[src/rtl/wb_arbiter_pkg.sv]
// Shared constants for the writeback arbiter: entry layout, field slices and default queue depth.
// An entry is packed as {res, rd, rob, pc}, with res in the most significant bits.
`define WB_RES 55:24
`define WB_RD  23:18
`define WB_ROB 17:12
`define WB_PC  11:0

package wb_arbiter_pkg;
  localparam int WB_W          = 56;
  localparam int DEFAULT_DEPTH = 8;
  localparam int NUM_LANES     = 3;
  localparam int NUM_PORTS     = 2;
endpackage

[src/rtl/wb_fifo.sv]
// Circular overflow queue: up to 3 pushes and 2 pops per cycle, with the two oldest entries always visible.
module wb_fifo
  import wb_arbiter_pkg::*;
#(
  parameter int DEPTH = DEFAULT_DEPTH
) (
  input  logic                       clk,
  input  logic                       rst_n,
  input  logic                       flush,
  input  logic [1:0]                 push_n,
  input  logic [WB_W-1:0]            push_d [NUM_LANES],
  input  logic [1:0]                 pop_n,
  output logic [WB_W-1:0]            rd_d [NUM_PORTS],
  output logic [$clog2(DEPTH+1)-1:0] count
);
  localparam int PW = $clog2(DEPTH);
  localparam int CW = $clog2(DEPTH+1);

  logic [WB_W-1:0] mem [DEPTH];
  logic [PW-1:0]   head;
  logic [PW-1:0]   tail;

  assign rd_d[0] = mem[head];
  assign rd_d[1] = mem[head + PW'(1)];

  // Storage carries no reset; only pointers and count define which entries are live.
  always_ff @(posedge clk) begin
    for (int k = 0; k < NUM_LANES; k++) begin
      if (!flush && (2'(k) < push_n)) mem[tail + PW'(k)] <= push_d[k];
    end
  end

  always_ff @(posedge clk or negedge rst_n) begin
    if (!rst_n) begin
      head  <= '0;
      tail  <= '0;
      count <= '0;
    end else if (flush) begin
      head  <= '0;
      tail  <= '0;
      count <= '0;
    end else begin
      head  <= head + PW'(pop_n);
      tail  <= tail + PW'(push_n);
      count <= count - CW'(pop_n) + CW'(push_n);
    end
  end
endmodule

[src/rtl/wb_arbiter.sv]
// Merges three result lanes onto two writeback ports; overflow results wait in an in-order queue.
module wb_arbiter
  import wb_arbiter_pkg::*;
#(
  parameter int DEPTH = DEFAULT_DEPTH
) (
  input  logic        clk,
  input  logic        rst_n,
  input  logic        flush,
  input  logic        valid0,
  input  logic        valid1,
  input  logic        valid2,
  input  logic [31:0] res0,
  input  logic [31:0] res1,
  input  logic [31:0] res2,
  input  logic [5:0]  rd0,
  input  logic [5:0]  rd1,
  input  logic [5:0]  rd2,
  input  logic [5:0]  rob0,
  input  logic [5:0]  rob1,
  input  logic [5:0]  rob2,
  input  logic [11:0] pc0,
  input  logic [11:0] pc1,
  input  logic [11:0] pc2,
  output logic        in_ready,
  output logic        wb_valid0,
  output logic        wb_valid1,
  output logic [31:0] wb_res0,
  output logic [31:0] wb_res1,
  output logic [5:0]  wb_rd0,
  output logic [5:0]  wb_rd1,
  output logic [5:0]  wb_rob0,
  output logic [5:0]  wb_rob1,
  output logic [11:0] wb_pc0,
  output logic [11:0] wb_pc1,
  output logic        overflow
);
  localparam int CW = $clog2(DEPTH+1);

  logic [CW-1:0]   q_count;
  logic [WB_W-1:0] q_head [NUM_PORTS];
  logic [WB_W-1:0] lane   [NUM_LANES];
  logic [WB_W-1:0] cand   [NUM_LANES];
  logic [WB_W-1:0] push_d [NUM_LANES];
  logic [WB_W-1:0] port_d [NUM_PORTS];
  logic [NUM_PORTS-1:0] port_v;
  logic [2:0] lane_v;
  logic [2:0] n_lanes, n_pop, n_used;
  logic [1:0] push_n, pop_n;

  assign lane[0] = {res0, rd0, rob0, pc0};
  assign lane[1] = {res1, rd1, rob1, pc1};
  assign lane[2] = {res2, rd2, rob2, pc2};

  assign in_ready = (q_count <= CW'(DEPTH-3));
  assign lane_v   = (in_ready && !flush) ? {valid2, valid1, valid0} : 3'b000;

  // Candidate order: up to two queue heads, then accepted lanes compacted in lane order.
  always_comb begin
    cand    = '{default: '0};
    push_d  = '{default: '0};
    port_d  = '{default: '0};
    port_v  = '0;
    n_lanes = '0;
    for (int i = 0; i < NUM_LANES; i++) begin
      if (lane_v[i]) begin
        for (int s = 0; s < NUM_LANES; s++) begin
          if (n_lanes == 3'(s)) cand[s] = lane[i];
        end
        n_lanes = n_lanes + 3'd1;
      end
    end
    n_pop = (q_count >= CW'(2)) ? 3'd2 : 3'(q_count);
    for (int j = 0; j < NUM_PORTS; j++) begin
      port_v[j] = (3'(j) < (n_pop + n_lanes));
      if (3'(j) < n_pop) begin
        port_d[j] = q_head[j];
      end else begin
        for (int s = 0; s < NUM_LANES; s++) begin
          if ((n_pop + 3'(s)) == 3'(j)) port_d[j] = cand[s];
        end
      end
    end
    n_used = ((3'd2 - n_pop) < n_lanes) ? (3'd2 - n_pop) : n_lanes;
    for (int k = 0; k < NUM_LANES; k++) begin
      for (int s = 0; s < NUM_LANES; s++) begin
        if ((3'(k) + n_used) == 3'(s)) push_d[k] = cand[s];
      end
    end
    push_n = 2'(n_lanes - n_used);
    pop_n  = 2'(n_pop);
  end

  wb_fifo #(.DEPTH(DEPTH)) u_fifo (
    .clk    (clk),
    .rst_n  (rst_n),
    .flush  (flush),
    .push_n (push_n),
    .push_d (push_d),
    .pop_n  (pop_n),
    .rd_d   (q_head),
    .count  (q_count)
  );

  // Payload registers only load with a valid result, so idle ports keep their last value.
  always_ff @(posedge clk or negedge rst_n) begin
    if (!rst_n) begin
      wb_valid0 <= 1'b0;
      wb_valid1 <= 1'b0;
      wb_res0   <= '0;
      wb_res1   <= '0;
      wb_rd0    <= '0;
      wb_rd1    <= '0;
      wb_rob0   <= '0;
      wb_rob1   <= '0;
      wb_pc0    <= '0;
      wb_pc1    <= '0;
      overflow  <= 1'b0;
    end else begin
      if (!flush && !in_ready && (valid0 || valid1 || valid2)) overflow <= 1'b1;
      if (flush) begin
        wb_valid0 <= 1'b0;
        wb_valid1 <= 1'b0;
      end else begin
        wb_valid0 <= port_v[0];
        wb_valid1 <= port_v[1];
        if (port_v[0]) begin
          wb_res0 <= port_d[0][`WB_RES];
          wb_rd0  <= port_d[0][`WB_RD];
          wb_rob0 <= port_d[0][`WB_ROB];
          wb_pc0  <= port_d[0][`WB_PC];
        end
        if (port_v[1]) begin
          wb_res1 <= port_d[1][`WB_RES];
          wb_rd1  <= port_d[1][`WB_RD];
          wb_rob1 <= port_d[1][`WB_ROB];
          wb_pc1  <= port_d[1][`WB_PC];
        end
      end
    end
  end
endmodule

[config.mk]
export PLATFORM = sky130hd
export DESIGN_NAME = wb_arbiter
export DESIGN_NICKNAME = d
export VERILOG_FILES = /design/src/rtl/wb_arbiter_pkg.sv /design/src/rtl/wb_fifo.sv /design/src/rtl/wb_arbiter.sv
export SDC_FILE = /design/constraint.sdc
export NUM_CORES = 2
export LEC_CHECK = 0
export CAP_MARGIN = 30
export CORE_MARGIN = 2
export CORE_UTILIZATION = 40
export CTS_BUF_LIST = sky130_fd_sc_hd__clkbuf_4
export DETAILED_ROUTE_END_ITERATION = 12
export HOLD_SLACK_MARGIN = 0.03
export PLACE_DENSITY = 0.58
export SETUP_SLACK_MARGIN = 0.4
export SYNTH_ARGS = -nofsm -noshare
export SYNTH_HDL_FRONTEND = slang
export SYNTH_SLANG_ARGS = --single-unit
export TNS_END_PERCENT = 20
[constraint.sdc]
create_clock -name clk -period 17.3 [get_ports clk]
set_input_delay 5.19 -clock clk [delete_from_list [all_inputs] [get_ports clk]]
set_output_delay 5.19 -clock clk [all_outputs]
set_load 0.05 [all_outputs]
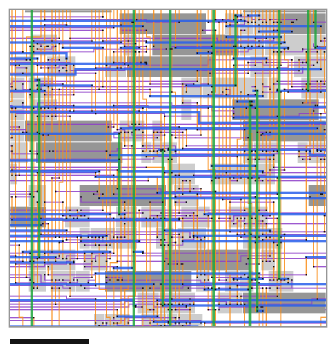
(images/zoom.png)
Scale bar: 10 um. Window x 224 to 264, y 61 to 101 um. Cells in gray, sequential cells in the stronger gray; small squares are vias.
color	layer
green	met4
orange	met2
blue	met3
purple	met1
sequential cells in the window	12
most frequent	o221ai_1 (20), edfxtp_1 (12)
cells with their middle in the window	80
netlist names of flops here include	`u_fifo.mem` (12)

==> qor.csv <==
stage;metric;value;unit
outcome;status;finished, final reports clean;
final_layout;layout.cells.non_filler;5707;
final_timing;slew_headroom;23.4;%
synth;yosysMostFrequentCell;nand2_1;
final_layout;inv_count;27;
final_layout;syn2layout_area_growth;16.7;%
place;gp_congestion;0.932;
clocking;post_cts_resized;0;
synth;mux_share;15.0;%
final_timing;setup_tns;0;ns
global_route;grt_util_all_layers;36.8;%
power;p_clk;1.42;mW
power;comb-power;8.24;mW
worst_setup_path;crit_buf_inv;6;
floorplan;die_h;326;um
place;numPlacedInstances;5374;
power;p_sw_share;54.5;%
final_layout;sh_seq_area;34.3;%
clocking;cts_tree;done;
worst_setup_path;required;17.99;ns
floorplan;ioPinCount;290;
synth;yosysUniqueCellTypes;65;
clocking;cts_made_buffers;172;
power;seqPwrFrac;21.4;%
synth;ys_cells;4071;
synth;ys_area;41400;um^2
global_route;grtUsageMet1;48.4;%
final_layout;lay_top_cells;652 x nand2_1, 449 x o221ai_1, 448 x edfxtp_1;
synth;syn_avg_cell_area;10.2;um^2
final_layout;drive_gt1_share;16.7;%
clocking;postCtsSetupRepairBufs;0;
power;cellPowerDensity;254;nW/um^2
final_timing;fmax;85.5;MHz
worst_setup_path;crit_path_end_kind;flip-flop;
final_layout;comb_area_share;48.4;%
worst_setup_path;critical_path.top_delay_family;buffers and inverters;
clocking;htree_levels;4;
routing;routed.top_layer;met5;
final_timing;min_period;11.70;ns
final_layout;regMostFlops;u_fifo.mem;
routing;vias_per_cell;7.46;
synth;common_cells;665 x nand2_1, 449 x o221ai_1, 448 x edfxtp_1;
synth;xor_area_share;0.233;%
power;power_switching;6.70;mW
global_route;grt_use_met2;54.6;%
worst_setup_path;crit_fanout;57;
final_timing;min_period_over_period;67.6;%
synth;simple_gate_share;11.5;%
power;power.share.combinational;67.1;%
floorplan;die_area;106000;um^2
synth;synth-edff-count;448;
routing;drc;0;
clocking;root_buffer;clkbuf_4;
power;p_leak;15.3;nW
power;power.share.clock;11.5;%
global_route;antenna_found_initial;9;
final_layout;largest_reg_flops;448;
final_layout;buffers;418;
worst_setup_path;worst_path_largest_cell_delay;0.82;ns
final_layout;reg.largest.list;u_fifo.mem x448, wb_res0 x32, wb_res1 x32;
final_timing;tightest_slew;1.15;ns
worst_hold_path;worstHoldEndpoint;overflow;
floorplan;fp_util;40.2;%
floorplan;core_area;103000;um^2
power;p_int;5.59;mW
worst_setup_path;r2r_cells;20;
run;warning_count;39;
synth;yosys.area_share.aoi;27.5;%
synth;ys_seq_share;40.0;%
final_timing;hold_slack;0.473;ns
synth;synthAdderAreaFrac;0.936;%
synth;yosys.area.top_type;edfxtp_1;
synth;ys.flop_type;edfxtp_1;
power;seq_power;2.63;mW
final_layout;design_area;48400;um^2
worst_setup_path;cp-endpoint;u_fifo.mem[4][32];
floorplan;fp.dieW;326;um
final_timing;fin_worst_skew;0.0751;ns
power;largestPowerGroup;combinational cells;
clocking;clock_latency;1.13;ns
worst_setup_path;cp.depth;21;
worst_setup_path;crit_path_top_delay_cell;buf_4;
final_layout;buffer_area_share;8.78;%
synth;synth_cells;4071;
global_route;overflow;0;
synth;synthTopCellsByArea;edfxtp_1 32%, mux4_2 12%, o221ai_1 9.5%;
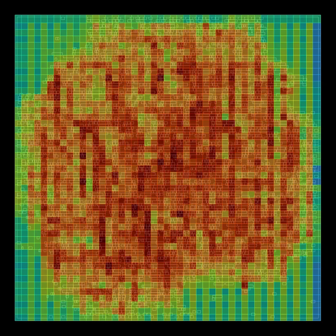
(images/final_congestion.png)
met3 Use GR: 11.4%
DR WL/cell: 35.4 um
GRT busiest layer: met2

Power and IR drop assume default switching activity.
